[src/rtl/instr_fetch_unit_if.sv]
// Instruction-memory request/acknowledge bus between the fetch unit and IMEM.
interface instr_fetch_unit_if;
    logic        imem_req;
    logic [31:0] imem_addr;
    logic        imem_ack;
    logic [31:0] imem_rdata;

    modport master (output imem_req, output imem_addr, input imem_ack, input imem_rdata);
    modport slave  (input imem_req, input imem_addr, output imem_ack, output imem_rdata);
endinterface

[src/rtl/instr_fetch_unit.sv]
// PC owner and instruction fetcher: fetch over req/ack, hold until advance,
// screen every redirect target and lock into a sticky fault on a bad one.
module instr_fetch_unit #(
    parameter logic [31:0] RESET_PC  = 32'h0000_3000,
    parameter logic [31:0] IMEM_BASE = 32'h0000_3000,
    parameter logic [31:0] IMEM_SIZE = 32'h0000_1000
) (
    input  logic                       clk,
    input  logic                       reset,
    instr_fetch_unit_if.master         imem,
    input  logic [31:0]                next_pc,
    input  logic                       advance,
    output logic [31:0]                instr,
    output logic                       instr_valid,
    output logic [31:0]                pc,
    output logic [31:0]                pc_plus4,
    output logic                       fault,
    output logic [31:0]                fault_pc
);

    typedef enum logic [1:0] {
        FETCH = 2'd0,
        HOLD  = 2'd1,
        FAULT = 2'd2
    } state_t;

    state_t state, state_nxt;
    logic   capture, load_pc, take_fault;

    // Window bounds are widened to 33 bits so a window ending at 2^32 stays representable.
    function automatic logic legal_target(input logic [31:0] t);
        logic [32:0] lo;
        logic [32:0] hi;
        lo = {1'b0, IMEM_BASE};
        hi = {1'b0, IMEM_BASE} + {1'b0, IMEM_SIZE};
        return (t[1:0] == 2'b00) && ({1'b0, t} >= lo) && ({1'b0, t} < hi);
    endfunction

    always_comb begin
        state_nxt  = state;
        capture    = 1'b0;
        load_pc    = 1'b0;
        take_fault = 1'b0;
        case (state)
            FETCH: begin
                if (imem.imem_ack) begin
                    capture   = 1'b1;
                    state_nxt = HOLD;
                end
            end
            HOLD: begin
                if (advance) begin
                    if (legal_target(next_pc)) begin
                        load_pc   = 1'b1;
                        state_nxt = FETCH;
                    end else begin
                        take_fault = 1'b1;
                        state_nxt  = FAULT;
                    end
                end
            end
            FAULT:   state_nxt = FAULT;
            default: state_nxt = FAULT;
        endcase
    end

    always_ff @(posedge clk) begin
        if (reset) begin
            state       <= FETCH;
            pc          <= RESET_PC;
            instr       <= 32'd0;
            instr_valid <= 1'b0;
            fault       <= 1'b0;
            fault_pc    <= 32'd0;
        end else begin
            state <= state_nxt;
            if (capture) begin
                instr       <= imem.imem_rdata;
                instr_valid <= 1'b1;
            end
            if (load_pc) begin
                pc          <= next_pc;
                instr_valid <= 1'b0;
            end
            if (take_fault) begin
                fault       <= 1'b1;
                fault_pc    <= next_pc;
                instr_valid <= 1'b0;
            end
        end
    end

    assign imem.imem_req  = (state == FETCH);
    assign imem.imem_addr = pc;
    assign pc_plus4       = pc + 32'd4;

endmodule

[src/flat_wrapper.sv]
// flat-port wrapper written by rule: the top's interface ports become plain ports
module instr_fetch_unit_flat 
#(
    parameter logic [31:0] RESET_PC  = 32'h0000_3000,
    parameter logic [31:0] IMEM_BASE = 32'h0000_3000,
    parameter logic [31:0] IMEM_SIZE = 32'h0000_1000
)
  (clk, reset, next_pc, advance, instr, instr_valid, pc, pc_plus4, fault, fault_pc, imem_imem_req, imem_imem_addr, imem_imem_ack, imem_imem_rdata);
  instr_fetch_unit_if imem_i ();
  input  logic clk;
  input  logic reset;
  input  logic [31:0] next_pc;
  input  logic advance;
  output logic [31:0] instr;
  output logic instr_valid;
  output logic [31:0] pc;
  output logic [31:0] pc_plus4;
  output logic fault;
  output logic [31:0] fault_pc;
  output wire logic [$bits(imem_i.imem_req)-1:0] imem_imem_req;
  output wire logic [$bits(imem_i.imem_addr)-1:0] imem_imem_addr;
  input wire logic [$bits(imem_i.imem_ack)-1:0] imem_imem_ack;
  input wire logic [$bits(imem_i.imem_rdata)-1:0] imem_imem_rdata;
  assign imem_imem_req = imem_i.imem_req;
  assign imem_imem_addr = imem_i.imem_addr;
  assign imem_i.imem_ack = imem_imem_ack;
  assign imem_i.imem_rdata = imem_imem_rdata;
  instr_fetch_unit #(.RESET_PC(RESET_PC), .IMEM_BASE(IMEM_BASE), .IMEM_SIZE(IMEM_SIZE)) u_core (.clk(clk), .reset(reset), .imem(imem_i), .next_pc(next_pc), .advance(advance), .instr(instr), .instr_valid(instr_valid), .pc(pc), .pc_plus4(pc_plus4), .fault(fault), .fault_pc(fault_pc));
endmodule
[config.mk]
export PLATFORM = sky130hd
export DESIGN_NAME = instr_fetch_unit_flat
export DESIGN_NICKNAME = d
export VERILOG_FILES = /design/src/rtl/instr_fetch_unit_if.sv /design/src/rtl/instr_fetch_unit.sv /design/src/flat_wrapper.sv
export SDC_FILE = /design/constraint.sdc
export NUM_CORES = 1
export LEC_CHECK = 0
export ABC_CLOCK_PERIOD_IN_PS = 2250
export CORE_UTILIZATION = 30
export DETAILED_ROUTE_END_ITERATION = 10
export PLACE_DENSITY = 0.67
export SLEW_MARGIN = 10
export SYNTH_ARGS = -nofsm -noshare
export SYNTH_HDL_FRONTEND = slang
export SYNTH_SLANG_ARGS = --single-unit
[constraint.sdc]
create_clock -name clk -period 2.25 [get_ports clk]
set_clock_uncertainty 0.1 [all_clocks]
set_input_delay 0.45 -clock clk [delete_from_list [all_inputs] [get_ports clk]]
set_output_delay 0.45 -clock clk [all_outputs]
set_load 0.01 [all_outputs]
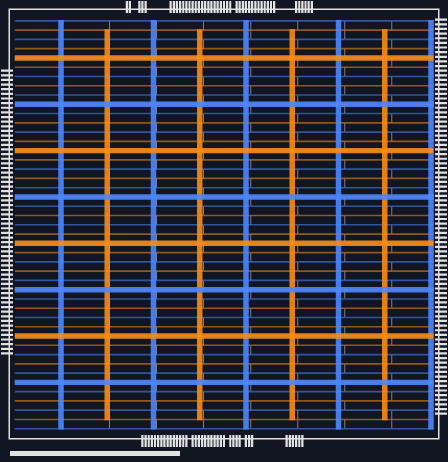
Fig. 1. Floorplan with the power grid (run 1).
Bar = 50 um. Pins as bars on the die edge. Tap cells in gray.
net	color
VSS	blue
VDD	orange
met1 rails	45
signal pins	231
Die W: 126 um
Max IR drop VDD: 0.504 mV

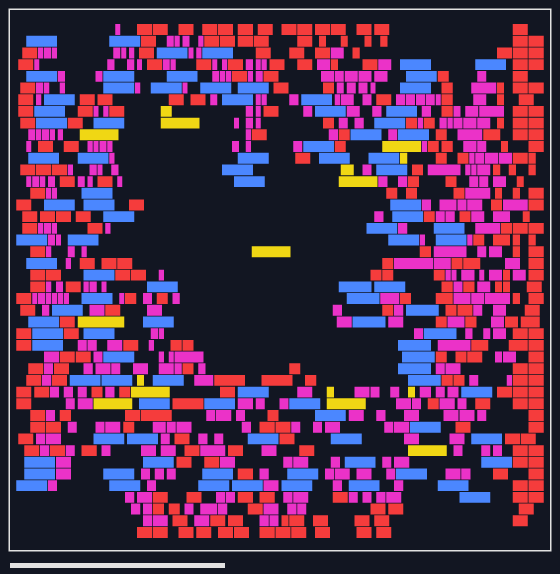
Fig. 2. Cell classes on the final placement (run 1).
Bar = 50 um.
class	color	cells	share of their area
sequential cells	blue	100	27%
remaining buffers and delay cells	red	297	37%
combinational and other logic	magenta	340	31%
clock drivers and dummy loads	yellow	16	4.0%
FP Rows: 44
total core area: 14700 sq um

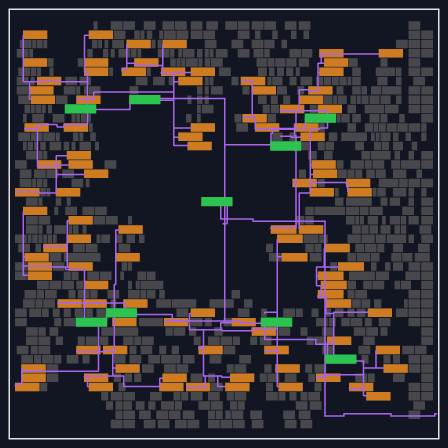
Fig. 3. Clock network drawn from the DEF (run 1).
[flip-flops] orange | count: 100
[clock wires] purple | length: 1310 um
[clock drivers] green | count: 9
flops lie	all over the die
routed clock nets	10
clock power share: 38.9%
Clock group: 0.00153 W
clk latency late pin: 0.34 ns

==> flow_summary.yaml, run 1 <==
# physical design summary
floorplanning:
  tap_cells: 184
  chipArea_sq_um: 15800
  fp_util_pct: 31.2
route:
  m1WireLength_um: 5420
  drtIter0Drc: 166
  dr_wl_met2_um: 6740
  route.detailed.drc: 23
  wl_per_cell_um: 14.3
  routed_via_density: 4.58
  routed-wl-met3_um: 1100
  drt-total-wl_um: 13400
power_and_ir_drop:
  leakage_nw: 3.10
  internal_power_w: 0.00300
  netSwitchingFraction_pct: 23.5
  p_total_w: 0.00393
  comb_power_share_pct: 13.5
  p_sw_w: 0.000923
logic_synthesis:
  ys_ff: 100
  syn_area_sq_um: 4580
  synth_nets: 570
  most_common_cell: "dfxtp_1"
  edf_count: 0
  async_flop_share_pct: 0
  synth.area.mux_share_pct: 9.39
  top_area_cell: "dfxtp_1"
  yosysWarningCount: 0
  synthCells: 501
  simple_gate_share_pct: 27.9
  ys_cells: 501
  syn_avg_cell_area_sq_um: 9.15
  synth.cellmix.adderShare_pct: 0.273
  ys.flop_type: "dfxtp_1"
  topCombFamilyByArea: "simple AND/OR/NAND/NOR gates"
critical_path:
  arrival_ns: 2.02
  crit_path_end: "pc_plus4[16]"
  critPathTopFamily: "simple AND/OR/NAND/NOR gates"
  cp_slowest_cell: "or4_4"
  cp_slowest_stage_delay_ns: 0.55
  cp.depth: 7
  crit_buf_inv: 3
  reg2reg_from: "u_core.state[0]$_SDFFE_PP0P_"
  worstSetupPathType: "reg -> out"
  r2r-end: "u_core.fault_pc[27]$_SDFFE_PP0P_"
  rr_worst_depth: 5
  crit_path_start: "u_core.imem.imem_addr[2]$_SDFFE_PP0P_"
  path_max_fanout: 5
  path_cells: "ha_4 > inv_2 > or4_4 > buf_6 > nor2_4 > xor2_1 > buf_2"
finish:
  areaGrowthSynthToFinish_pct: 65.9
  seq_area_sq_um: 2010
  final_cells: 937
  fill_cells: 1320
  mi_logic_area_sq_um: 2300
  num-nonclk-buffers: 297
  lay_top_cells: "201 x clkdlybuf4s50_1, 91 x dfxtp_1, 75 x nand2_1"
  comb_share_pct: 30.3
  antenna_cells: 0
  clock_buffer_count: 9
  nonClockInverterCount: 4
  flops: 100
  final_common_cell: "clkdlybuf4s50_1"
  final_net_count: 817
grt:
  antenna_found_initial: 0
  gr-usage-met1_pct: 18.1
  grt_pass1_vias: 4164
  use_met2_pct: 30.3
  grt_max_degree: 61
  grt.overflow.total: 0
sta:
  slew_headroom_pct: 73.5
  period_used_pct: 114
  setup_viol: 17
  fmax_mhz: 390
  min_period_ns: 2.57
  drv_slew: 0
  rsz0062_at_grt: "true"
  max_slew.worst_pin.slew_ns: 0.393
  finalWorstSetupSlack_ns: -0.316
placement:
  place_ws_ns: -0.345
  dpl.hpwl_um: 9960
  port_buffers: 230
  gp_congestion: 0.813
  placed_area_sq_um: 7220
cts:
  cts_made_buffers: 9
  cts_resized: 111
  post_cts.repair.setup_buffers: 6
  cts_tree: "yes"
  root_buffer: "clkbuf_16"
  hold_buffers: 0
  cts.sinks: 100
  htreeDepth: 3
  path_clk_slew_ns: 0.07
run_status:
  violations: "design-rule violations, negative setup slack"
  status: "finished, violations left"
job:
  openroad.warnings: 28
  cap_violations: 0
min_path:
  holdCritStartpoint: "u_core.instr[19]$_SDFFE_PP0P_"
  min_path_cells: 2
  hold_end: "u_core.instr[19]$_SDFFE_PP0P_"
  hold_path.class: "reg -> reg"
==> run 2, diff against run 1 <==
Settings changed: ABC_CLOCK_PERIOD_IN_PS 2250 to 3000, SLEW_MARGIN 10 to 20.
Clock period 2.25 ns to 3 ns, I/O delays scaled along.
==> run 2 against run 1 <==
  * The flow finishes with violations (design-rule violations)
  * Combinational power shrank 28%
  * Core utilization decreased by 2.1 points
  * Worst hold slack improved by 0.0018 ns
  * First-iteration DRC count is 23% lower
  * Area after synthesis stayed put
  * Sequential power down 25%
  * Cell count down 3.9%
  * Synthesized cell count unchanged
  * Global-route usage down 0.49 points
  * Via count shrank 3.8%
  * Design area is 4.0% lower
  * Clock power fell by 26%
  * Largest cell class unchanged
  * Largest power group unchanged
  * Highest routed layer unchanged
==> flow_summary.yaml, run 2 <==
# physical design summary
grt:
  use_met2_pct: 27.5
  grt.overflow.total: 0
  antenna_found_initial: 0
  grt_pass1_vias: 4125
  gr-usage-met1_pct: 18.5
finish:
  antenna_cells: 0
  lay_top_cells: "212 x clkdlybuf4s50_1, 98 x dfxtp_1, 76 x nand2_1"
  logic_gates: 336
  final_cells: 900
  num-nonclk-buffers: 260
  flops: 100
  mi_logic_area_sq_um: 2190
  comb_share_pct: 30.0
  areaGrowthSynthToFinish_pct: 59.3
  fill_cells: 1374
  final_net_count: 780
  final_common_cell: "clkdlybuf4s50_1"
  nonClockInverterCount: 4
  seq_area_sq_um: 2000
  clock_buffer_count: 11
cts:
  cts_made_buffers: 9
  path_clk_slew_ns: 0.06
  hold_buffers: 0
  cts_tree: "yes"
  htreeDepth: 3
  root_buffer: "clkbuf_16"
  post_cts.repair.setup_buffers: 0
  clkLatencyLatePin_ns: 0.34
  cts_resized: 4
  cts.sinks: 100
min_path:
  hold_path.class: "reg -> reg"
  holdCritStartpoint: "u_core.instr[22]$_SDFFE_PP0P_"
  hold_end: "u_core.instr[22]$_SDFFE_PP0P_"
  min_path_cells: 2
route:
  dr_wl_met2_um: 6110
  routed_via_density: 4.59
  routed-wl-met3_um: 1110
  m1WireLength_um: 5200
  wl_per_cell_um: 14.1
  drtIter0Drc: 128
  route.detailed.drc: 23
sta:
  slew_headroom_pct: 60.2
  period_used_pct: 96.3
  finalWorstSetupSlack_ns: 0.110
  setup_viol: 0
  max_slew.worst_pin.slew_ns: 0.596
  fmax_mhz: 346
  rsz0062_at_grt: "false"
  drv_slew: 0
  min_period_ns: 2.89
critical_path:
  r2r-end: "u_core.fault_pc[3]$_SDFFE_PP0P_"
  cp_slowest_cell: "or4_4"
  path_cells: "ha_1 > inv_1 > or4_4 > nor3_4 > xor2_1 > dlygate4sd2_1"
  path_max_fanout: 5
  arrival_ns: 2.19
  cp.depth: 6
  critPathTopFamily: "simple AND/OR/NAND/NOR gates"
  crit_path_end: "pc_plus4[22]"
  crit_path_start: "u_core.imem.imem_addr[2]$_SDFFE_PP0P_"
  rr_worst_depth: 5
  reg2reg_from: "u_core.state[0]$_SDFFE_PP0P_"
  crit_buf_inv: 2
  worstSetupPathType: "reg -> out"
  cp_slowest_stage_delay_ns: 0.60
logic_synthesis:
  simple_gate_share_pct: 27.9
  async_flop_share_pct: 0
  synth_nets: 570
  most_common_cell: "dfxtp_1"
  ys_ff: 100
  synth.area.mux_share_pct: 9.39
  ys_cells: 501
  top_cells_by_count: "100 x dfxtp_1, 76 x nand2_1, 74 x nand2b_1"
  top_area_cell: "dfxtp_1"
  yosysWarningCount: 0
  syn_area_sq_um: 4580
  synth.cellmix.adderShare_pct: 0.273
  ys.flop_type: "dfxtp_1"
  synthCells: 501
  syn_avg_cell_area_sq_um: 9.15
  topCombFamilyByArea: "simple AND/OR/NAND/NOR gates"
placement:
  placed_area_sq_um: 6970
  port_buffers: 230
  gp_congestion: 0.824
  place_ws_ns: 0.183
job:
  openroad.warnings: 26
power_and_ir_drop:
  vdd_drop_max_mv: 0.231
  leakage_nw: 3.00
  netSwitchingFraction_pct: 23.0
  clkPwrFrac_pct: 38.7
  power_clock_w: 0.00113
  p_sw_w: 0.000668
  internal_power_w: 0.00224
  comb_power_share_pct: 13.1
  p_total_w: 0.00291
floorplanning:
  chipArea_sq_um: 15800
  die_w_um: 126
  fp_util_pct: 31.2
  rows: 44
  tap_cells: 184
  core_sq_um: 14700
run_status:
  violations: "design-rule violations"
  status: "finished, violations left"
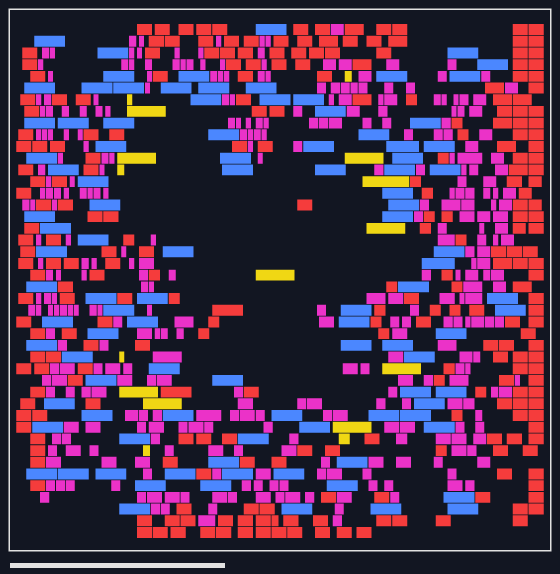
Fig. 4. Cell classes on the final placement (run 2).
Bar = 50 um.
class	color	cells	share of their area
clock drivers and dummy loads	yellow	16	4.0%
sequential cells	blue	100	28%
remaining buffers and delay cells	red	260	36%
combinational and other logic	magenta	340	31%
Post-Layout Inst Area: 7300 sq um
Seq/total area: 27.5%
Core Util, Final: 49.7%

==> run 3, diff against run 2 <==
Settings changed: CORE_MARGIN set to 3.
==> run 3 against run 2 <==
  * The flow now finishes without violations
  * Total power increased by 1.8%
  * Via count decreased by 0.68%
  * Combinational power about the same
  * Sequential power about the same
  * Critical path type unchanged
==> flow_summary.yaml, run 3 <==
# physical design summary
finish:
  clock_buffer_count: 14
  comb_share_pct: 30.2
  mi_logic_area_sq_um: 2210
  utilization_pct: 49.6
  antenna_cells: 0
  logic_gates: 336
  clock_area_share_pct: 4.16
  final_common_cell: "clkdlybuf4s50_1"
  fin_area_sq_um: 7310
  final_net_count: 778
  buffer_area_share_pct: 34.9
  areaGrowthSynthToFinish_pct: 59.6
  fill_cells: 1356
  lay_top_cells: "216 x clkdlybuf4s50_1, 98 x dfxtp_1, 76 x nand2_1"
  seq_area_sq_um: 2000
  num-nonclk-buffers: 258
  nonClockInverterCount: 4
job:
  openroad.warnings: 26
  cap_violations: 0
logic_synthesis:
  ys_types: 35
  topCombFamilyByArea: "simple AND/OR/NAND/NOR gates"
  top_cells_by_count: "100 x dfxtp_1, 76 x nand2_1, 74 x nand2b_1"
  async_flop_share_pct: 0
  edf_count: 0
  ys_top_cells_by_area: "dfxtp_1 44%, nand2b_1 10%, mux2i_1 9.4%"
  simple_gate_share_pct: 27.9
  yosysWarningCount: 0
  most_common_cell: "dfxtp_1"
  postSynthSeqShare_pct: 43.7
  syn_avg_cell_area_sq_um: 9.15
  ys_ff: 100
  ys_cells: 501
  top_area_share_pct: 43.7
  synth_nets: 570
  synthCells: 501
  top_area_cell: "dfxtp_1"
  ys.flop_type: "dfxtp_1"
  yosys_area_sq_um: 4580
  synth.cellmix.adderShare_pct: 0.273
  synth.area.mux_share_pct: 9.39
  syn_area_sq_um: 4580
sta:
  rsz0062_at_grt: "false"
  period_used_pct: 95.4
  slew_headroom_pct: 57.8
  min_period_ns: 2.86
  max_slew.worst_pin.slew_ns: 0.633
  tns_ns: 0
  drv_slew: 0
  fin_hold_ws_ns: 0.351
  setup_viol: 0
  finalWorstSetupSlack_ns: 0.138
  hold_viol_final: 0
  fmax_mhz: 349
cts:
  post_cts.repair.setup_buffers: 0
  htreeDepth: 3
  path_clk_slew_ns: 0.06
  cts.sinks: 100
  root_buffer: "clkbuf_16"
  cts_resized: 6
  cts_tree: "yes"
  cts_made_buffers: 9
  clkLatencyLatePin_ns: 0.34
  hold_buffers: 0
  clk_path_buf_depth: 2
floorplanning:
  dieHeight_um: 130
  tap_cells: 184
  die_w_um: 130
  fp_util_pct: 31.1
  rows: 44
  chipArea_sq_um: 16800
power_and_ir_drop:
  p_sw_w: 0.000651
  internal_power_w: 0.00231
  p_total_w: 0.00296
  p_per_area_nw_per_um2: 405
  leakage_nw: 2.92
  seq_power_share_pct: 47.4
  netSwitchingFraction_pct: 22.0
  vdd_drop_max_mv: 0.255
  clkPwrFrac_pct: 39.8
  power_clock_w: 0.00118
  top_power_group: "sequential cells"
  comb_power_share_pct: 12.9
  p_comb_w: 0.000381
route:
  routed_via_density: 4.58
  drtPass1Iterations: 4
  dr_wl_met2_um: 6470
  m1WireLength_um: 5270
  drtIter0Drc: 205
  ant_nets: 0
  dr_total_vias: 4104
  routed-wl-met3_um: 1180
  wl_per_cell_um: 14.6
  drt-total-wl_um: 13100
  route.detailed.drc: 0
critical_path:
  crit_path_start: "u_core.imem.imem_addr[11]$_SDFFE_PP0P_"
  crit_buf_inv: 2
  rr_worst_depth: 5
  reg2reg_from: "u_core.state[0]$_SDFFE_PP0P_"
  arrival_ns: 2.16
  path_max_fanout: 9
  worstSetupPathType: "reg -> out"
  r2r-end: "u_core.fault_pc[7]$_SDFFE_PP0P_"
  cp_slowest_cell: "clkdlybuf4s50_1"
  r2r_setup_slack_ns: 1.22
  path_cells: "nand4_4 > nor4_4 > buf_6 > nand3_1 > xnor2_1 > clkdlybuf4s50_1"
  cp.depth: 6
  endpoint_kind: "output pin"
  critPathTopFamily: "buffers and inverters"
  crit_path_end: "pc_plus4[25]"
  cp_slowest_stage_delay_ns: 0.55
placement:
  dpl.hpwl_um: 10100
  port_buffers: 230
  place_ws_ns: 0.181
  gp_congestion: 0.800
  placed_area_sq_um: 6960
run_status:
  status: "finished clean"
grt:
  gr-usage-met1_pct: 17.4
  grt_max_degree: 65
  grt_pass1_vias: 4043
  antenna_found_initial: 0
  use_met2_pct: 27.3
  grt_util_all_layers_pct: 15.4
  busiest_layer: "met2"
  grt_pass1_wl_um: 20600
  use_met3_pct: 5.07
  grt.overflow.total: 0
min_path:
  hold_path.class: "reg -> reg"
  holdCritStartpoint: "u_core.instr[25]$_SDFFE_PP0P_"
  min_path_cells: 2
  hold_end: "u_core.instr[25]$_SDFFE_PP0P_"
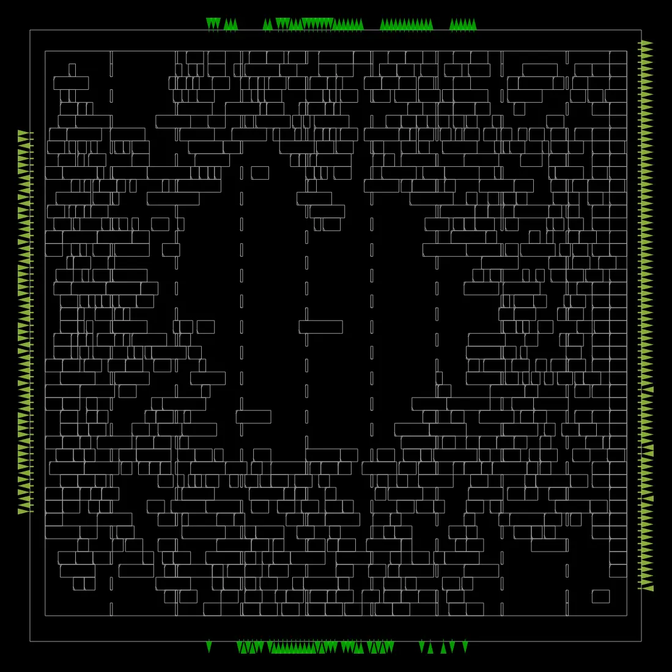
Fig. 5. Cell outlines without signal wires (run 3).
total core area: 14800 sq um
FF+latch count: 100
Final Non-Filler Cells: 897
Seq/total area: 27.4%


==> gallery <==
Signal wires by layer.
Bar = 50 um. Only two layers are drawn.
(a)
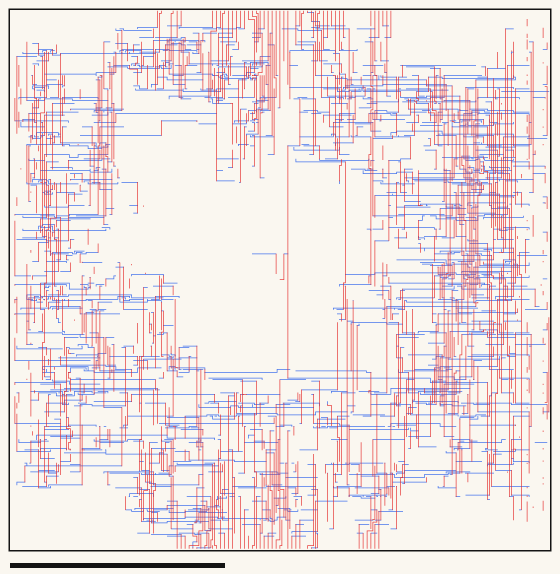
(b)
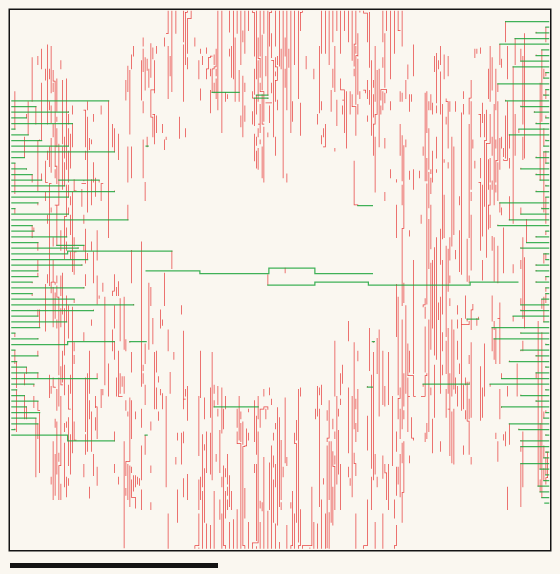
(a): run 1
(b): run 3

Power is estimated from default activity; no workload was simulated.
